**config.mk**
```make
export PLATFORM = sky130hd
export DESIGN_NAME = calc1_req_collector
export DESIGN_NICKNAME = d
export VERILOG_FILES = /design/src/rtl/calc1_pkg.sv /design/src/rtl/calc1_req_capture.sv /design/src/rtl/calc1_req_collector.sv
export SDC_FILE = /design/constraint.sdc
export NUM_CORES = 1
export LEC_CHECK = 0
export CAP_MARGIN = 20
export CORE_MARGIN = 4
export CORE_UTILIZATION = 58
export CTS_CLUSTER_DIAMETER = 200
export CTS_CLUSTER_SIZE = 16
export DETAILED_ROUTE_END_ITERATION = 8
export PLACE_DENSITY_LB_ADDON = 0.05
export SLEW_MARGIN = 20
export SYNTH_ARGS = -nofsm -noshare
export SYNTH_HDL_FRONTEND = slang
export SYNTH_SLANG_ARGS = --single-unit
```
**constraint.sdc**
```tcl
create_clock -name c_clk -period 4.4 [get_ports c_clk]
set_input_delay 1.32 -clock c_clk [delete_from_list [all_inputs] [get_ports c_clk]]
set_output_delay 1.32 -clock c_clk [all_outputs]
set_load 0.1 [all_outputs]
```
**src/rtl/calc1_pkg.sv**
```systemverilog
// Shared types and defaults for the calc1 request front-end.
// Used by the per-port capture FSM and the collector/arbiter top.
package calc1_pkg;

    localparam int unsigned DEF_DATA_W = 32;
    localparam int unsigned DEF_CMD_W  = 4;
    localparam int unsigned NUM_PORTS  = 4;

    typedef enum logic [3:0] {
        CMD_NOP = 4'd0,
        CMD_ADD = 4'd1,
        CMD_SUB = 4'd2,
        CMD_SHL = 4'd5,
        CMD_SHR = 4'd6
    } cmd_e;

    typedef enum logic [1:0] {
        RESP_NONE = 2'd0,
        RESP_OK   = 2'd1,
        RESP_ERR  = 2'd2
    } resp_e;

    typedef enum logic [1:0] {
        StIdle,
        StOp2,
        StPend,
        StIssued
    } port_state_e;

    function automatic logic [1:0] rr_next(input logic [1:0] ptr);
        return ptr + 2'd1;
    endfunction

endpackage

```
**src/rtl/calc1_req_capture.sv**
```systemverilog
// One request port: assembles the two-cycle cmd/op1, op2 request, holds it until issued,
// and blocks further requests until the response stage reports done.
module calc1_req_capture
    import calc1_pkg::*;
#(
    parameter int unsigned DATA_W = DEF_DATA_W,
    parameter int unsigned CMD_W  = DEF_CMD_W
) (
    input  logic              clk_i,
    input  logic              rst_i,
    input  logic [CMD_W-1:0]  cmd_i,
    input  logic [DATA_W-1:0] data_i,
    input  logic              issue_i,
    input  logic              resp_done_i,
    output logic              pend_o,
    output logic              busy_o,
    output logic              proto_err_o,
    output logic [CMD_W-1:0]  cmd_o,
    output logic [DATA_W-1:0] op1_o,
    output logic [DATA_W-1:0] op2_o
);

    port_state_e       state_q, state_d;
    logic [CMD_W-1:0]  cmd_q, cmd_d;
    logic [DATA_W-1:0] op1_q, op1_d;
    logic [DATA_W-1:0] op2_q, op2_d;
    logic              err_q, err_d;
    logic              new_cmd;

    assign new_cmd = (cmd_i != '0);

    always_comb begin
        state_d = state_q;
        cmd_d   = cmd_q;
        op1_d   = op1_q;
        op2_d   = op2_q;
        err_d   = 1'b0;
        unique case (state_q)
            StIdle: begin
                if (new_cmd) begin
                    state_d = StOp2;
                    cmd_d   = cmd_i;
                    op1_d   = data_i;
                end
            end
            StOp2: begin
                // The second beat is always operand2, even if cmd is (illegally) nonzero.
                state_d = StPend;
                op2_d   = data_i;
                err_d   = new_cmd;
            end
            StPend: begin
                if (issue_i) begin
                    state_d = StIssued;
                end
                err_d = new_cmd;
            end
            StIssued: begin
                if (resp_done_i) begin
                    if (new_cmd) begin
                        state_d = StOp2;
                        cmd_d   = cmd_i;
                        op1_d   = data_i;
                    end else begin
                        state_d = StIdle;
                    end
                end else begin
                    err_d = new_cmd;
                end
            end
            default: state_d = StIdle;
        endcase
    end

    always_ff @(posedge clk_i) begin
        if (rst_i) begin
            state_q <= StIdle;
            cmd_q   <= '0;
            op1_q   <= '0;
            op2_q   <= '0;
            err_q   <= 1'b0;
        end else begin
            state_q <= state_d;
            cmd_q   <= cmd_d;
            op1_q   <= op1_d;
            op2_q   <= op2_d;
            err_q   <= err_d;
        end
    end

    assign pend_o      = (state_q == StPend);
    assign busy_o      = (state_q != StIdle);
    assign proto_err_o = err_q;
    assign cmd_o       = cmd_q;
    assign op1_o       = op1_q;
    assign op2_o       = op2_q;

endmodule

```
**src/rtl/calc1_req_collector.sv**
```systemverilog
// Collects two-cycle requests from four ports and issues them round-robin to the calc1 core
// over a registered valid/ready interface.
module calc1_req_collector
    import calc1_pkg::*;
#(
    parameter int unsigned DATA_W       = DEF_DATA_W,
    parameter int unsigned CMD_W        = DEF_CMD_W,
    parameter int unsigned RR_RESET_PTR = 0
) (
    input  logic              c_clk,
    input  logic              reset,
    input  logic [CMD_W-1:0]  req1_cmd_in,
    input  logic [DATA_W-1:0] req1_data_in,
    input  logic [CMD_W-1:0]  req2_cmd_in,
    input  logic [DATA_W-1:0] req2_data_in,
    input  logic [CMD_W-1:0]  req3_cmd_in,
    input  logic [DATA_W-1:0] req3_data_in,
    input  logic [CMD_W-1:0]  req4_cmd_in,
    input  logic [DATA_W-1:0] req4_data_in,
    input  logic              out_ready,
    input  logic [3:0]        resp_done,
    output logic              out_valid,
    output logic [1:0]        out_port,
    output logic [CMD_W-1:0]  out_cmd,
    output logic [DATA_W-1:0] out_op1,
    output logic [DATA_W-1:0] out_op2,
    output logic [3:0]        port_busy,
    output logic [3:0]        proto_err
);

    localparam logic [1:0] RrResetPtr = RR_RESET_PTR[1:0];

    logic [CMD_W-1:0]  port_cmd_in  [NUM_PORTS];
    logic [DATA_W-1:0] port_data_in [NUM_PORTS];
    logic [CMD_W-1:0]  cap_cmd      [NUM_PORTS];
    logic [DATA_W-1:0] cap_op1      [NUM_PORTS];
    logic [DATA_W-1:0] cap_op2      [NUM_PORTS];
    logic [3:0]        pend;
    logic [3:0]        issue;
    logic [3:0]        busy;
    logic [3:0]        err;

    logic              out_valid_q, out_valid_d;
    logic [1:0]        out_port_q, out_port_d;
    logic [CMD_W-1:0]  out_cmd_q, out_cmd_d;
    logic [DATA_W-1:0] out_op1_q, out_op1_d;
    logic [DATA_W-1:0] out_op2_q, out_op2_d;
    logic [1:0]        rr_ptr_q, rr_ptr_d;

    logic              handshake;
    logic              can_load;
    logic [3:0]        cand;
    logic              grant_vld;
    logic [1:0]        grant_idx;
    logic [1:0]        scan_idx;

    assign port_cmd_in[0]  = req1_cmd_in;
    assign port_cmd_in[1]  = req2_cmd_in;
    assign port_cmd_in[2]  = req3_cmd_in;
    assign port_cmd_in[3]  = req4_cmd_in;
    assign port_data_in[0] = req1_data_in;
    assign port_data_in[1] = req2_data_in;
    assign port_data_in[2] = req3_data_in;
    assign port_data_in[3] = req4_data_in;

    assign handshake = out_valid_q && out_ready;

    for (genvar p = 0; p < NUM_PORTS; p++) begin : g_port
        assign issue[p] = handshake && (out_port_q == 2'(p));

        calc1_req_capture #(
            .DATA_W (DATA_W),
            .CMD_W  (CMD_W)
        ) u_capture (
            .clk_i       (c_clk),
            .rst_i       (reset),
            .cmd_i       (port_cmd_in[p]),
            .data_i      (port_data_in[p]),
            .issue_i     (issue[p]),
            .resp_done_i (resp_done[p]),
            .pend_o      (pend[p]),
            .busy_o      (busy[p]),
            .proto_err_o (err[p]),
            .cmd_o       (cap_cmd[p]),
            .op1_o       (cap_op1[p]),
            .op2_o       (cap_op2[p])
        );
    end

    // The port completing its handshake this edge is still PEND; keep it out of the race.
    assign cand     = pend & ~issue;
    assign can_load = !out_valid_q || out_ready;

    always_comb begin
        grant_vld = 1'b0;
        grant_idx = rr_ptr_q;
        scan_idx  = '0;
        for (int i = 0; i < NUM_PORTS; i++) begin
            scan_idx = rr_ptr_q + 2'(i);
            if (!grant_vld && cand[scan_idx]) begin
                grant_vld = 1'b1;
                grant_idx = scan_idx;
            end
        end
    end

    always_comb begin
        out_valid_d = out_valid_q;
        out_port_d  = out_port_q;
        out_cmd_d   = out_cmd_q;
        out_op1_d   = out_op1_q;
        out_op2_d   = out_op2_q;
        rr_ptr_d    = rr_ptr_q;
        if (can_load) begin
            if (grant_vld) begin
                out_valid_d = 1'b1;
                out_port_d  = grant_idx;
                out_cmd_d   = cap_cmd[grant_idx];
                out_op1_d   = cap_op1[grant_idx];
                out_op2_d   = cap_op2[grant_idx];
                rr_ptr_d    = rr_next(grant_idx);
            end else begin
                out_valid_d = 1'b0;
            end
        end
    end

    always_ff @(posedge c_clk) begin
        if (reset) begin
            out_valid_q <= 1'b0;
            out_port_q  <= '0;
            out_cmd_q   <= '0;
            out_op1_q   <= '0;
            out_op2_q   <= '0;
            rr_ptr_q    <= RrResetPtr;
        end else begin
            out_valid_q <= out_valid_d;
            out_port_q  <= out_port_d;
            out_cmd_q   <= out_cmd_d;
            out_op1_q   <= out_op1_d;
            out_op2_q   <= out_op2_d;
            rr_ptr_q    <= rr_ptr_d;
        end
    end

    assign out_valid = out_valid_q;
    assign out_port  = out_port_q;
    assign out_cmd   = out_cmd_q;
    assign out_op1   = out_op1_q;
    assign out_op2   = out_op2_q;
    assign port_busy = busy;
    assign proto_err = err;

endmodule

```
Metal 1:
Scale bar: 50 µm.
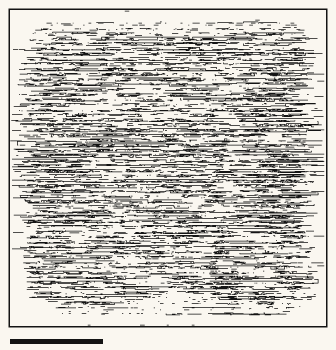
wire length on this layer: 17800 µm
share of all routed wire: 38%
nets with wire on the layer: 1786

M2 wires:
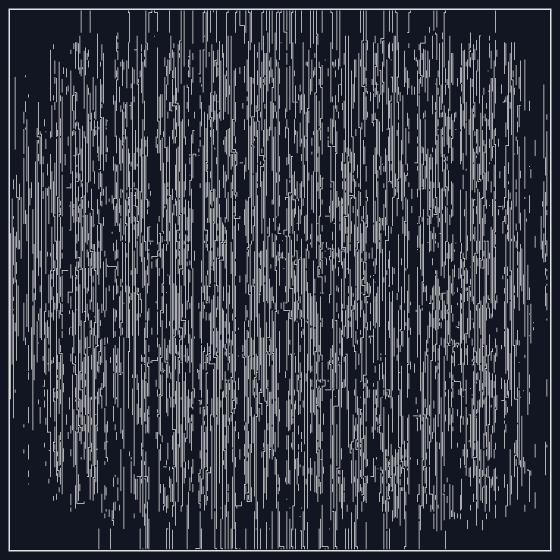
longest straight run: 84.0 µm
share of all routed wire: 48%
Detailed Route WL: 46.8 mm
count of vias placed by the detailed router: 12400
global-route met2 utilization: 53.9%

The metal 3 layer:
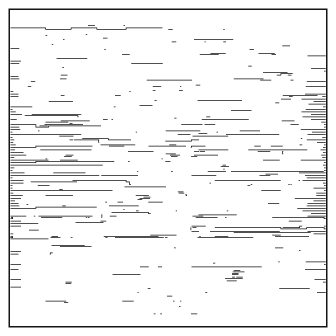
wire length on this layer: 2940 µm
share of all routed wire: 6.3%

==> Slide: Implementation Results <==
Synthesis and Place & Route Summary

Synthesis
  – Number of cell instances after yosys synthesis: 1598
  – Multiplexer area fraction after synthesis: 18.1%
  – Top cells by instance count after synthesis: dfxtp_1, nand2_1, mux2i_1
  – Share of the synthesized area in the top cell type: 47.5%
  – EDFF count, synth: 0
  – Xor and xnor area share after synthesis: 0%

Pwr
  – Largest power group: combinational cells
  – Power dissipated in sequential cells: 4860 µW
  – Pwr/cell area: 806 mW/mm²
  – Internal power: 7640 µW
  – Power dissipated in the clock network: 2160 µW
  – Net switching power: 6930 µW
  – Fraction of power consumed by sequential logic: 33.4%
  – Part of the total power dissipated in the clock network: 14.9%

Detailed routing
  – WL met3: 2.94 mm
  – Number of DRC markers in iteration 0: 1014
  – Routed wirelength normalized by instance count: 22.4 µm
  – Remaining antenna violation count after routing: 0
  – Pre-antenna DRT Iters: 6

Timing
  – Maximum clock frequency: 273 MHz
  – Worst slew margin relative to its limit: 26.1%
  – Final critical delay including setup and external delays: 3.66 ns
  – Summed negative setup slack over all endpoints: 0 ns

Layout
  – Count of inverters other than clock inverters in the layout: 17
  – Non-clock buffer count: 265
  – Clock network contribution to total cell area: 3.78%
  – Fraction of area in registers: 39.6%
  – Post-Route Utilization: 71.3%
  – Growth of design area from synthesis to finish: 20.0%
  – Layout net count: 1928
  – Number of diodes: 0

CTS
  – Bufs on Longest Clock Path: 3
  – CTS resizes: 0
  – Clk Tree Root Cell: clkbuf_16

Place
  – Placed Cells: 2059
  – Dpl ws: 0.420 ns
  – Area post-placement: 0.0174 mm²

Hold path
  – Startpoint of the tightest hold check path: g_port[0].u_capture.op1_o[7]
  – Class of the worst hold path: reg -> reg

Outcome
  – Result of the run: finished, final reports clean

Global routing
  – Number of global-route vias before repair: 12200
  – Maximum number of pins on one net before global-route repair: 203
  – Met1 GRT Util: 36.7%
  – Total congestion overflow: 0
  – Met3 usage in global routing: 4.60%

Worst setup path
  – Largest stage delay, worst path: 1.22 ns
  – Critical path launch point type: flip-flop
  – Endpoint of the most critical setup path: out_port[1]

Flow run
  – Number of maximum-capacitance constraint violations: 0
Power is estimated from default activity; no workload was simulated.
